Cell sizes after repair:
Scale bar: 20 um.
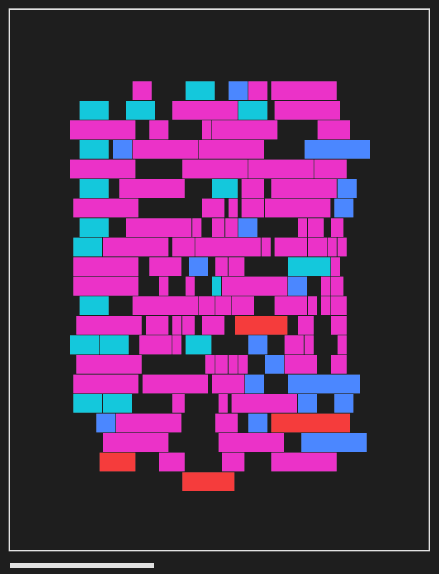
Clock routing:
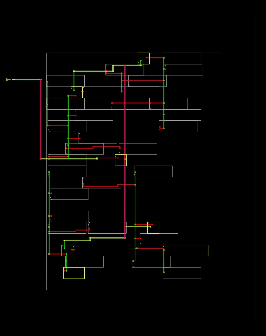
Met2 routing:
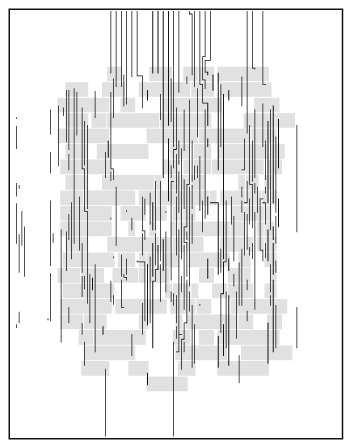
Routed metal, one colour a layer:
Only two layers are drawn.
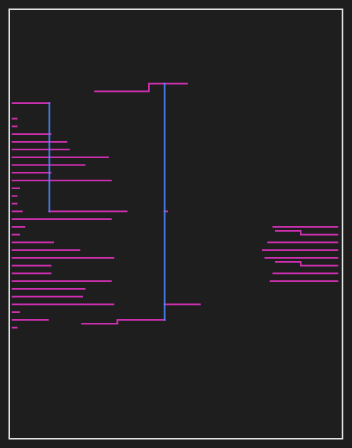
==> src/rtl/pwm_pkg.sv <==
// Shared constants, configuration payload and helpers for the PWM output block.
package pwm_pkg;

  localparam int unsigned NUM_CH          = 16;
  localparam int unsigned CNT_W           = 8;
  localparam logic [7:0]  DUTY_MAX        = 8'hFF;
  localparam int unsigned CLK_DIV_DEFAULT = 13;

  // Complete channel configuration as assembled from the five SPI bytes
  typedef struct packed {
    logic [NUM_CH-1:0] en_out;
    logic [NUM_CH-1:0] en_pwm;
    logic [CNT_W-1:0]  duty;
  } pwm_cfg_t;

  // Prescaler width for a given division ratio, never narrower than one bit
  function automatic int unsigned pre_width(input int unsigned div);
    return (div <= 1) ? 1 : $clog2(div);
  endfunction

endpackage

==> src/rtl/pwm_timebase.sv <==
// Prescaler plus free-running 8-bit period counter shared by PWM/timer blocks.
module pwm_timebase
  import pwm_pkg::*;
#(
  parameter int unsigned CLK_DIV = CLK_DIV_DEFAULT
) (
  input  logic             clk,
  input  logic             rst_n,
  output logic             tick,
  output logic [CNT_W-1:0] cnt,
  output logic             wrap
);

  localparam int unsigned    PRE_W    = pre_width(CLK_DIV);
  localparam logic [PRE_W-1:0] PRE_LAST = PRE_W'(CLK_DIV - 1);

  if ((CLK_DIV < 1) || (CLK_DIV > 256)) begin : g_bad_div
    $error("pwm_timebase: CLK_DIV must be in 1..256");
  end

  logic [PRE_W-1:0] pre_q;
  logic [CNT_W-1:0] cnt_q;

  // Counter advances on the last prescaler step; with CLK_DIV=1 pre stays 0 so tick is always 1
  assign tick = (pre_q == PRE_LAST);
  assign cnt  = cnt_q;
  assign wrap = tick && (&cnt_q);

  // Prescaler counts 0..CLK_DIV-1 and wraps
  always_ff @(posedge clk or negedge rst_n) begin
    if (!rst_n) begin
      pre_q <= '0;
    end else if (tick) begin
      pre_q <= '0;
    end else begin
      pre_q <= pre_q + PRE_W'(1);
    end
  end

  // Period counter rolls 255 -> 0 with no terminal state
  always_ff @(posedge clk or negedge rst_n) begin
    if (!rst_n) begin
      cnt_q <= '0;
    end else if (tick) begin
      cnt_q <= cnt_q + CNT_W'(1);
    end
  end

endmodule

==> src/rtl/pwm_peripheral.sv <==
// 16-channel output stage: each pin forced low, forced high, or fed by a shared PWM.
// Define PWM_SHADOW_EN to apply configuration changes only at period boundaries.
module pwm_peripheral
  import pwm_pkg::*;
#(
  parameter int unsigned CLK_DIV = CLK_DIV_DEFAULT
) (
  input  logic              clk,
  input  logic              rst_n,
  input  logic [7:0]        en_reg_out_7_0,
  input  logic [7:0]        en_reg_out_15_8,
  input  logic [7:0]        en_reg_pwm_7_0,
  input  logic [7:0]        en_reg_pwm_15_8,
  input  logic [7:0]        pwm_duty_cycle,
  output logic [NUM_CH-1:0] out,
  output logic              period_start
);

  logic             tick;
  logic [CNT_W-1:0] cnt;
  logic             wrap;
  pwm_cfg_t         live_cfg;
  pwm_cfg_t         eff_cfg;
  logic             pwm_level_c;
  logic [NUM_CH-1:0] out_c;
  logic             start_q;

  pwm_timebase #(
    .CLK_DIV(CLK_DIV)
  ) u_timebase (
    .clk  (clk),
    .rst_n(rst_n),
    .tick (tick),
    .cnt  (cnt),
    .wrap (wrap)
  );

  assign live_cfg.en_out = {en_reg_out_15_8, en_reg_out_7_0};
  assign live_cfg.en_pwm = {en_reg_pwm_15_8, en_reg_pwm_7_0};
  assign live_cfg.duty   = pwm_duty_cycle;

`ifdef PWM_SHADOW_EN
  pwm_cfg_t shadow_q;

  // Snapshot all configuration on the edge entering cnt=0 so no period is torn
  always_ff @(posedge clk or negedge rst_n) begin
    if (!rst_n) begin
      shadow_q <= '0;
    end else if (tick && (&cnt)) begin
      shadow_q <= live_cfg;
    end
  end

  assign eff_cfg = shadow_q;
`else
  logic unused_tick;

  assign unused_tick = tick;
  assign eff_cfg     = live_cfg;
`endif

  // Shared PWM level; full scale is held high so 0xFF never dips at cnt=255
  always_comb begin
    pwm_level_c = 1'b0;
    if (eff_cfg.duty == DUTY_MAX) begin
      pwm_level_c = 1'b1;
    end else begin
      pwm_level_c = (cnt < eff_cfg.duty);
    end
  end

  // Enable dominates; selected channels follow PWM, the rest are driven high
  always_comb begin
    out_c = eff_cfg.en_out & (~eff_cfg.en_pwm | {NUM_CH{pwm_level_c}});
  end

  // Output pins and the period marker, aligned so period_start coincides with cnt=0 on out
  always_ff @(posedge clk or negedge rst_n) begin
    if (!rst_n) begin
      out          <= '0;
      start_q      <= 1'b0;
      period_start <= 1'b0;
    end else begin
      out          <= out_c;
      start_q      <= wrap;
      period_start <= start_q;
    end
  end

endmodule

==> config.mk <==
export PLATFORM = sky130hd
export DESIGN_NAME = pwm_peripheral
export DESIGN_NICKNAME = d
export VERILOG_FILES = /design/src/rtl/pwm_pkg.sv /design/src/rtl/pwm_timebase.sv /design/src/rtl/pwm_peripheral.sv
export SDC_FILE = /design/constraint.sdc
export NUM_CORES = 1
export LEC_CHECK = 0
export CORE_ASPECT_RATIO = 1.4
export CORE_MARGIN = 8
export CORE_UTILIZATION = 55
export DETAILED_ROUTE_END_ITERATION = 10
export DONT_BUFFER_PORTS = 1
export PLACE_DENSITY = 0.75
export SYNTH_ARGS = -nofsm -noshare
export SYNTH_HDL_FRONTEND = slang
export SYNTH_HIERARCHICAL = 1
export SYNTH_SLANG_ARGS = --single-unit
==> constraint.sdc <==
create_clock -name clk -period 1.5 [get_ports clk]
set_input_delay 0.3 -clock clk [delete_from_list [all_inputs] [get_ports clk]]
set_output_delay 0.3 -clock clk [all_outputs]
set_load 0.02 [all_outputs]
==> flow_metrics.py <==
# Generated from Yosys and OpenROAD reports
metrics = {
    "pwr": {
        "p_leak_nw": 0.7481,
        "power_density_mw_per_mm2": 973.1,
        "p_total_w": 0.001597,
        "ir_drop_uv": 909.9,
    },
    "hold_path": {
        "hp-class": "input port to flop",
    },
    "floorplanning": {
        "row_count": 21,
        "fp_util": 0.5751,
        "io_pins": 59,
        "die_height_um": 75.16,
        "core_region_area_mm2": 0.002391,
        "die_x_um": 58.26,
        "die-area_mm2": 0.004379,
    },
    "setup_path": {
        "rr_startpoint": "u_timebase/cnt[7]$_DFFE_PN0N_",
        "rrSetupSlack_ns": -0.06,
        "endpoint": "out[15]$_DFF_PN0_",
        "startpoint": "u_timebase/cnt[7]$_DFFE_PN0N_",
        "reg2reg_depth": 5,
        "crit_path_start_kind": "flop",
        "worstPathRequired_ns": 1.72,
        "path_max_fanout": 16,
        "critical_path.reg2reg.endpoint": "out[15]$_DFF_PN0_",
        "critPathCaptureType": "flop",
        "crit_type": "flop to flop",
        "cp.arrival_ns": 1.78,
    },
    "final_layout": {
        "layout_top_cell": "dfrtp_1",
        "diodes": 0,
        "nets": 180,
        "layout-drive-gt1-share": 0.2969,
        "lay_top_cells": "30 x dfrtp_1, 13 x a21boi_2, 10 x inv_1",
    },
    "grt": {
        "antenna_found_initial": 0,
        "grt_pass1_wl_mm": 4.671,
        "grt_pass1_vias": 1021,
        "grt_max_degree": 31,
        "grt_use_total": 0.1458,
        "globalRoute.totalOverflow": 0,
    },
    "sta": {
        "fin_crit_sh": 1.043,
        "maxSlewViolCount": 0,
        "rsz0062_at_grt": "yes",
        "worstMarginPinSlew_ns": 0.3251,
        "fmax_mhz": 639.1,
        "fin_crit_ns": 1.565,
        "slew_headroom": 0.7804,
        "fin_skew_ns": 0.006174,
        "worst_slack_ns": -0.06461,
        "hold_violations": 0,
        "setup_viol": 16,
        "hold-worst-slack_ns": 0.03468,
    },
    "logic_synthesis": {
        "synth_flop_count": 30,
        "async_reset_ff_frac": 1.000,
        "syn_area_per_cell_um2": 12.50,
        "synth-edff-count": 0,
        "syn_area_mm2": 0.001375,
        "ys.flop_type": "dfrtp_1",
        "postSynthSeqShare": 0.5460,
        "syn_inst": 110,
        "ys_chip_area_mm2": 0.001375,
        "ys.warnings.count": 6,
        "synth_nets": 162,
        "ys_cells": 110,
        "synth_cell_types": 24,
    },
    "run": {
        "drv_cap": 0,
        "warnings": 30,
    },
    "routing": {
        "antenna_left": 0,
        "drcViolationCount": 0,
        "via_per_inst": 5.481,
        "drtIter0Drc": 13,
        "avgRoutedWirePerCell_um": 18.65,
        "drt-pass1-iter-count": 3,
    },
    "clocking": {
        "cts_tree": "yes",
        "clockBufferDepth": 2,
        "htreeDepth": 2,
        "numCtsBuffers": 5,
        "cts_root_buf": "clkbuf_4",
        "clkTransAtPathRegs_ns": 0.09,
    },
    "placement": {
        "dp_hpwl_mm": 2.426,
        "portBuffers": 0,
        "place_congestion": 0.7682,
        "dpl_cell_area_mm2": 0.001486,
    },
    "run_status": {
        "status": "finished, violations left",
        "violations": "negative setup slack",
    },
}
About 'cell sizes after repair':
| colour | size | cells | share | most used |
|---|---|---|---|---|
| cyan | _2 cells | 17 | 13% | a21boi_2 |
| magenta | _0 and _1 cells | 90 | 70% | dfrtp_1 |
| blue | _3 and _4 cells | 17 | 13% | buf_4 |
| red | _6 and larger | 4 | 3.1% | buf_12 |
design area: 0.001642 mm^2
Non-clock buffers: 12
P&R area growth vs syn: 19.38%

About 'clock routing':
P_clk: 0.000648 W
CLK BUF: 6
worst skew pair latency: 0.33 ns
clock sink total: 30
flop count: 30

About 'met2 routing':
longest straight run: 29.2 um
main direction: vertical
share of all routed wire: 55%
Post-Route WL: 3.021 mm
GR Util met2: 0.2583
total number of vias: 888

About 'routed metal, one colour a layer':
| colour | layer | wire length |
|---|---|---|
| magenta | metal 3 | 377 um |
| blue | metal 4 | 60.5 um |

[kinds of logic (layout without fill, tap and decap cells)]
family                     count (synthesis)  after routing  share of synthesized area
DFF                                       30             30                     0.5460
buffers and inverters                     12             30                    0.03822
xor gates and xnor gates                   8              8                    0.05095
adders and majority gates                 10             10                    0.09099
AOI/OAI and AO/OA                         26             26                     0.1829
and+or+nand+nor                           24             24                    0.09099
[critical path, stage by stage (launching register included)]
cell	delay [ns]
dfrtp_1	0.41
ha_4	0.29
nand4_1	0.10
o32ai_2	0.36
buf_12	0.21
a21boi_1	0.08
[routing by layer]
layer | up-vias | part of all wire | GRT usage
met1 | 420 | 0.31 | 0.1151
met3 | 6 | 0.12 | 0.09402
met2 | 43 | 0.55 | 0.2583
li1 | 419 | - | -
met4 | 0 | 0.020 | 0.09016
met5 | - | 0 | 0
[per-stage QoR]
stage            util  setup slack [ns]  setup TNS (ns)  instances
5_1_grt        0.6866           -0.1338          -1.827        162
4_1_cts        0.6803           -0.1010          -1.045        161
3_3_place_gp   0.6217          -0.03085         -0.1726        152
2_1_floorplan       -          -0.07827         -0.7827        110
6_report       0.6866          -0.06461         -0.7709        162
3_5_place_dp   0.6217           -0.1438          -1.176        152
[area by class of cell]
cell class / count / area [um^2]
clock buffers: 6 / 51.30
clock inverters: 1 / 30.03
fillers: 195 / 749.5
inverters: 11 / 41.29
multi-input cells: 68 / 608.1
flip-flops and latches: 30 / 750.7
well taps: 34 / 42.54
repair buffers: 12 / 117.6
[synth_stat cells (2+ instances only)]
library cell	number	share of area
xor2_1	4	0.025
ha_1	10	0.091
dfrtp_1	30	0.55
nor2_1	4	0.011
xnor2_1	4	0.025
a21oi_1	3	0.011
nand4_1	6	0.027
a21boi_2	10	0.082
nand2_1	7	0.019
a21boi_0	6	0.033
inv_1	10	0.027
o21a_1	2	0.011
nor3_1	3	0.011
[what timing repair did]
action / CTS / global route
buffers inserted: 0 / 1
resized: 9 / 2
hold buffers: 2 / 0
pin swaps: 3 / 2
setup endpoints to repair: 16 / 16
hold endpoints to repair: 30 / 0
[worst min path at each step]
stage	startpoint	endpoint	cells past startpoint	slack, ns
floorplan	rst_n	out[0]$_DFF_PN0_	0	0.004
global placement	rst_n	out[11]$_DFF_PN0_	0	0.005
detailed placement	rst_n	u_timebase/pre_q[3]$_DFF_PN0_	0	0.005
CTS	en_reg_pwm_15_8[2]	out[10]$_DFF_PN0_	1	0.02
global route	en_reg_pwm_15_8[2]	out[10]$_DFF_PN0_	1	0.01
finish	en_reg_pwm_15_8[5]	out[13]$_DFF_PN0_	1	0.03
[state kept, by name, summed over array words and instances, names as in the netlist]
| signal | flops |
|---|---|
| out | 16 |
| period_start | 1 |
| start_q | 1 |
| u_timebase/cnt | 8 |
| u_timebase/pre_q | 4 |
[power by group]
part           switching, W  leakage [nW]   total, W  internal, W
clock network      0.000261        0.0443   0.000648     0.000388
logic             0.0000372         0.342  0.0000783    0.0000411
registers         0.0000404         0.362   0.000871     0.000830
Power and IR drop assume default switching activity.
